==> config.mk <==
export PLATFORM = sky130hd
export DESIGN_NAME = maxunpool2d_stream_flat
export DESIGN_NICKNAME = d
export VERILOG_FILES = /design/src/rtl/cnn_pkg.sv /design/src/rtl/maxunpool2d_stream_if.sv /design/src/rtl/unpool_line_buffer.sv /design/src/rtl/maxunpool2d_stream.sv /design/src/flat_wrapper.sv
export SDC_FILE = /design/constraint.sdc
export NUM_CORES = 1
export LEC_CHECK = 0
export CORE_MARGIN = 2
export CORE_UTILIZATION = 35
export CTS_CLUSTER_SIZE = 20
export DETAILED_ROUTE_END_ITERATION = 8
export GPL_TIMING_DRIVEN = 0
export PLACE_DENSITY = 0.57
export SLEW_MARGIN = 40
export SYNTH_ARGS = -nofsm -noshare
export SYNTH_HDL_FRONTEND = slang
export SYNTH_HIERARCHICAL = 1
export SYNTH_SLANG_ARGS = --single-unit
==> constraint.sdc <==
create_clock -name clk -period 4.1 [get_ports clk]
set_input_delay 0.41 -clock clk [delete_from_list [all_inputs] [get_ports clk]]
set_output_delay 0.41 -clock clk [all_outputs]
set_load 0.02 [all_outputs]
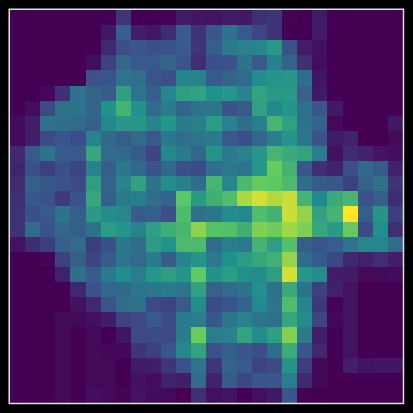
Figure 1: run 1, signal metal coverage by tile.
Drawn at 1.5 px/um. 26 x 26 tiles, from dark purple (low) to yellow (high), scaled to the fullest tile. Values are wire area over tile area, all layers added.
- emptiest ninth of the die: bottom left
- tiles over half the peak: 16%
- nearly empty tiles: 23%
- mean over tiles: 0.14
- densest ninth of the die: middle
- fullest tile: 0.53
Routed wire per std cell: 24.9 um
via count: 12.9k
gr usage total: 17.3%
final wirelength: 58,900 um

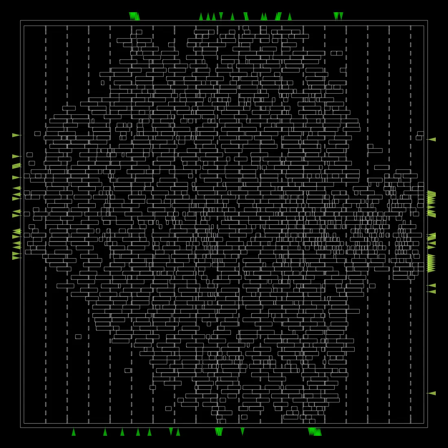
Figure 2: run 1, placement view.
filler instances: 5,651
fin cells: 2,363
flop share of the area: 58.9%
Util after Layout: 43.2%

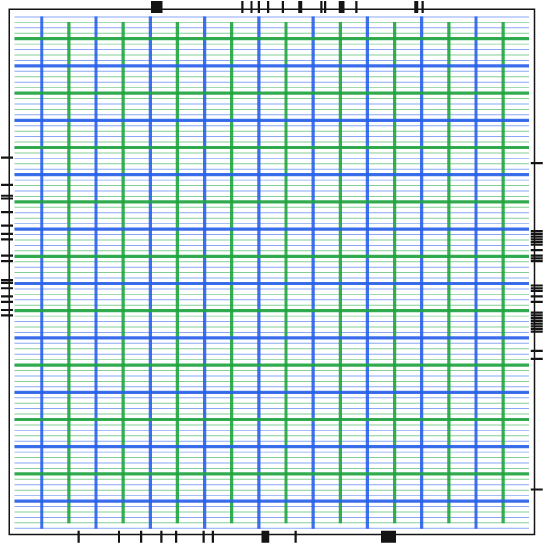
Figure 3: run 1, PDN straps and rails.
Drawn at 2 px/um. Pins as bars on the die edge.
- blue: VSS
- green: VDD
- met5 straps: 18
- met4 straps: 18
- met1 rails: 95
- rows: 94
Core Box Area: 65,700 um2
Peak VDD IR: 0.355 mV
die span in y: 262 um

==> job_summary.md, run 1 <==
## Implementation flow summary

| Metric | Value |
|---|---|
| Run status | finished clean |
| Initial Util | between 30% and 40% |
| Antenna-violating nets left | 0 |
| H-tree levels | 2 |
| Chip Area, Yosys | between 20,000 and 25,000 um2 |
| R2R cell count | 15 |
| Mapped Nets | between 1k and 1.5k |
| Max reg flops | 476 |
| Final worst slack | 123 ps |
| Setup crit start kind | flip-flop |
| Hold Fails Final Rpt | 0 |
| Root buffer cell | clkbuf_16 |
| Initial antenna violation count | 0 |
| Area delta synth->final | 22.0% |
| Final Skew | about 18 ps |
| Cts bufs inserted | roughly 60 |
| Synth Flop Type | edfxtp_1 |
| Max_slew headroom | roughly 43% |
| Fin crit period | 3980 ps |
| CP arrival | roughly 4500 ps |
| Largest net degree at the start of global routing | ~54 |
| Clock-pin slew on the worst setup and hold paths | roughly 60 ps |
| Max Cap Viol | 0 |
| Hpwl dp | just under 40,000 um |
| DP Worst Slack | -1330 ps |
| Avg Vias per Cell | around 5.4 |
| Number of global-route vias before repair | 13.3k |
| Hold Path Class | in2async |
| Worst Tran Pin Value | around 860 ps |
| Final setup fails | 0 |
| Port Buffers | ~85 |
| Grt total ovfl | 0 |
| Most used logic cell in the final layout | edfxtp_1 |
| Async S/R FF share, synth | between 10% and 20% |
run 1: cells in the mapped netlist (10+ instances only):
library cell,number,share of area (%)
buf_2,19,0.41
a22oi_1,31,1.0
nor3_1,10,0.22
mux4_2,102,9.9
a21oi_1,48,1.0
edfxtp_1,476,61
a221o_1,31,1.3
mux2_2,82,4.0
inv_1,11,0.18
mux2_4,29,1.9
dfrtp_1,97,10
mux2i_1,35,1.5
clkbuf_1,27,0.44
nor2_1,61,0.98
buf_4,13,0.42
nand2_1,21,0.34
o21ai_0,16,0.34
nand3_1,10,0.22
o22ai_1,37,0.99
run 1: per-layer routing:
layer	up-vias	global-route usage, %	share of wire (%)
li1	5476	-	-
met1	6825	24.0	44
met2	454	27.3	47
met3	96	3.50	6.3
met4	0	5.41	2.6
met5	-	0	0
run 1: through the flow:
step	cell area, um2	hold slack (ps)
after floorplan	23300	459
after global placement	25200	468
after detailed placement	26100	484
after CTS	28300	207
after global routing	28400	254
final	28400	213
run 1: power by group through the flow:
stage,registers (W),logic (W),clock network (W)
2_1_floorplan,0.00643,0.0000146,0
3_3_place_gp,0.00643,0.000124,0
3_5_place_dp,0.00643,0.000137,0
4_1_cts,0.00631,0.000138,0.00579
5_1_grt,0.00631,0.000150,0.00603
6_report,0.00631,0.000133,0.00568
run 1: what timing repair did:
item                       CTS  global route
buffers inserted             3             2
gates cloned                 0             1
setup endpoints to repair   32            30
pin swaps                    1             2
resized                     32            22
run 1: critical path, cell delays in order (launching register included):
cell	delay, ps
dfrtp_2	410
ha_1	240
and3_4	220
or3_2	440
a21oi_4	280
buf_8	180
buf_12	150
mux4_2	330
o22ai_4	190
a21oi_1	100
and3_2	290
buf_8	170
a22oi_1	160
nor2_1	60
a221o_1	350
mux2_2	290
run 1: logic make-up after synthesis:
family,after synthesis,synth area share (%)
flip-flops,573,71.8
multiplexers,249,17.3
buffers and inverters,87,2.06
AND/OR/NAND/NOR,137,2.88
adder cells (fa/ha/maj),6,0.323
AND-OR/OR-AND,188,5.62
run 1: final cells by class:
class,count,area [um2],share of cell area [%]
timing repair buffer,146,1680,5.91
sequential,573,16700,58.9
antenna,1,2.50,0.00882
buffer,73,524,1.85
multi-input combinational,580,6220,21.9
clock inverter,35,464,1.64
clock buffer,79,1630,5.75
tap,864,1080,3.81
inverter,12,60.1,0.212
==> run 2: changes to the inputs <==
- CAP_MARGIN: unset -> 10
- CORE_UTILIZATION: 35 -> 50
- HOLD_SLACK_MARGIN: unset -> 0.06
- PLACE_DENSITY: 0.57 -> 0.75
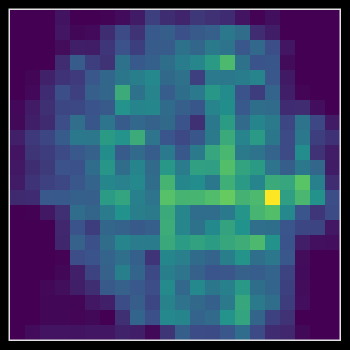
Figure 4: run 2, signal metal coverage by tile.
Drawn at 1.5 px/um. 22 x 22 tiles, from dark purple (low) to yellow (high), scaled to the fullest tile. Values are wire area over tile area, all layers added.
- nearly empty tiles: 17%
- fullest tile: 0.73
- emptiest ninth of the die: bottom left
- densest ninth of the die: middle
- mean over tiles: 0.19
gr usage total: 23.5%
via count: 13.2k
Routed wire per std cell: 26.8 um

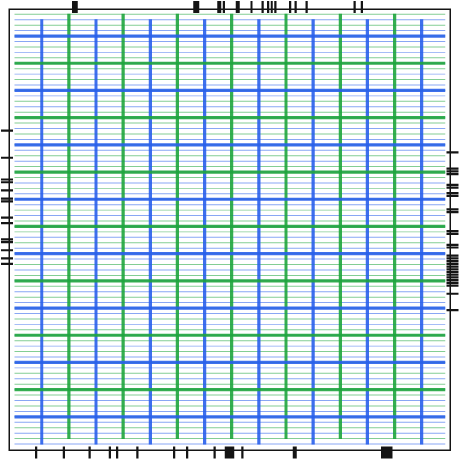
Figure 5: run 2, PDN straps and rails.
Drawn at 2 px/um. Pins as bars on the die edge.
- green: VDD
- blue: VSS
- signal pins: 86
- met1 rails: 80
- met4 straps: 15
die span in y: 220 um
Peak VDD IR: 0.364 mV
Die W: 220 um
Core Box Area: 46,300 um2

==> job_summary.md, run 2 <==
## Implementation flow summary

| Metric | Value |
|---|---|
| Run status | finished clean |
| Slowest stage delay, CP | 450 ps (about the same) |
| N_diodes | 0 (-1) |
| Root buffer cell | clkbuf_16 |
| Post-synth top area cell | edfxtp_1 |
| Nets | ~1.5k |
| Placed cell area | 25,700 um2 (-1.4%) |
| Chip Area, Yosys | 23,300 um2 (unchanged) |
| Top cells by area, synth | edfxtp_1 (61%), dfrtp_1 (10%), mux4_2 (9.9%) |
| Top-area cell share | 61.4% (unchanged) |
| Largest net degree at the start of global routing | 59 (+9.3%) |
| Final Skew | 17.7 ps (-0.749 ps) |
| Max_slew headroom | 41.8% (-0.80 points) |
| Setup crit start kind | flip-flop |
| Most common cell in the synthesized netlist | edfxtp_1 |
| Cts bufs inserted | 55 (-8.3%) |
| # hold bufs at CTS | 0 |
| Clock-pin slew on the worst setup and hold paths | 60 ps (about the same) |
| Most used logic cell in the final layout | edfxtp_1 |
| H-tree levels | 2 (unchanged) |
| Area delta synth->final | 18.8% |
| Initial Util | 50.3% (+15 points) |
| Port Buffers | 85 (unchanged) |
| Worst Tran Pin Value | 873 ps (+11.9 ps) |
| CP cell instances | ha_1, and3_4, or3_2, a21oi_4, buf_8, buf_8, mux4_2, o22ai_2, a21oi_1, and3_2, clkbuf_8, a22oi_1, nor2_1, a221o_1, mux2_2 |
| Number of global-route vias before repair | 13.2k (-0.55%) |
| Async S/R FF share, synth | 16.9% (unchanged) |
| Final wirelength | 55,900 um (-5.1%) |
| Fin crit period | 3980 ps (+7.86 ps) |
| Most frequent cells after synthesis | edfxtp_1 (476), mux4_2 (102), dfrtp_1 (97), mux2_2 (82), nor2_1 (61) |
| Crit. End Element | flip-flop |
| R2R cell count | 15 (unchanged) |
| Antenna-violating nets left | 0 (unchanged) |
| EDFF count, synth | between 400 and 500 |
| Worst path most repeated cell | buf_8 |
| Grt total ovfl | 0 (unchanged) |
| Filler instances | 3,256 (-42%) |
| CP Buf/Inv Count | 3 (unchanged) |
| Slowest library cell on the worst path | or3_2 |
| Final instance area | 27,600 um2 (-2.6%) |
| Hold Fails Final Rpt | 0 (unchanged) |
| Max Cap Viol | 0 (unchanged) |
| Hpwl dp | 36,300 um (-7.6%) |
| Fin cells | 2,086 (-12%) |
| Final setup fails | 0 (unchanged) |
| Max reg flops | 476 (unchanged) |
| CP arrival | 4470 ps (-20 ps) |
| Util after Layout | 59.8% (+17 points) |
| Minimum hold slack | 194 ps (-19.3 ps) |
-- run 2: per-layer routing --
layer | up-vias | global-route usage, % | wire length, um
met3 | 99 | 4.51 | 5220
met2 | 744 | 37.9 | 27200
met5 | - | 0 | 13
li1 | 5449 | - | -
met4 | 2 | 8.03 | 1470
met1 | 6875 | 32.5 | 22000
-- run 2: layout make-up --
class | instances | area (um2) | area share [%]
Sequential cell | 573 | 16700 | 60.5
Multi-Input combinational cell | 580 | 6210 | 22.5
Timing Repair Buffer | 138 | 1600 | 5.79
Clock buffer | 83 | 1580 | 5.73
Tap cell | 607 | 759 | 2.75
Buffer | 72 | 485 | 1.76
Clock inverter | 21 | 215 | 0.779
Inverter | 12 | 60.1 | 0.217
-- run 2: cell families after synthesis --
kind of cell    Yosys count  share of synthesized area [%]
compound gates          188                           5.62
mux                     249                           17.3
flops                   573                           71.8
simple gates            137                           2.88
fa+ha+maj                 6                          0.323
buf+inv                  87                           2.06
-- run 2: stage by stage --
stage,setup slack [ps],TNS (ps)
5_1_grt,4.02,0
2_1_floorplan,99.8,0
3_3_place_gp,-2660,-684320
3_5_place_dp,-1040,-29700
6_report,116,0
4_1_cts,4.23,0
-- run 2: repair_timing --
action,in CTS,in global routing
endpoints found under the setup margin,32,31
pin swaps,1,1
buffers inserted,4,0
gates resized,35,8
hold endpoints to repair,0,0
-- run 2: power breakdown --
group / switching, W / internal, W / total [W]
Combinational: 0.0000964 / 0.0000357 / 0.000132
Clock: 0.00210 / 0.00292 / 0.00502
Sequential: 0 / 0.00631 / 0.00631
Total: 0.00220 / 0.00926 / 0.0115
No activity file was given, so power comes from the tool's default toggle rates.
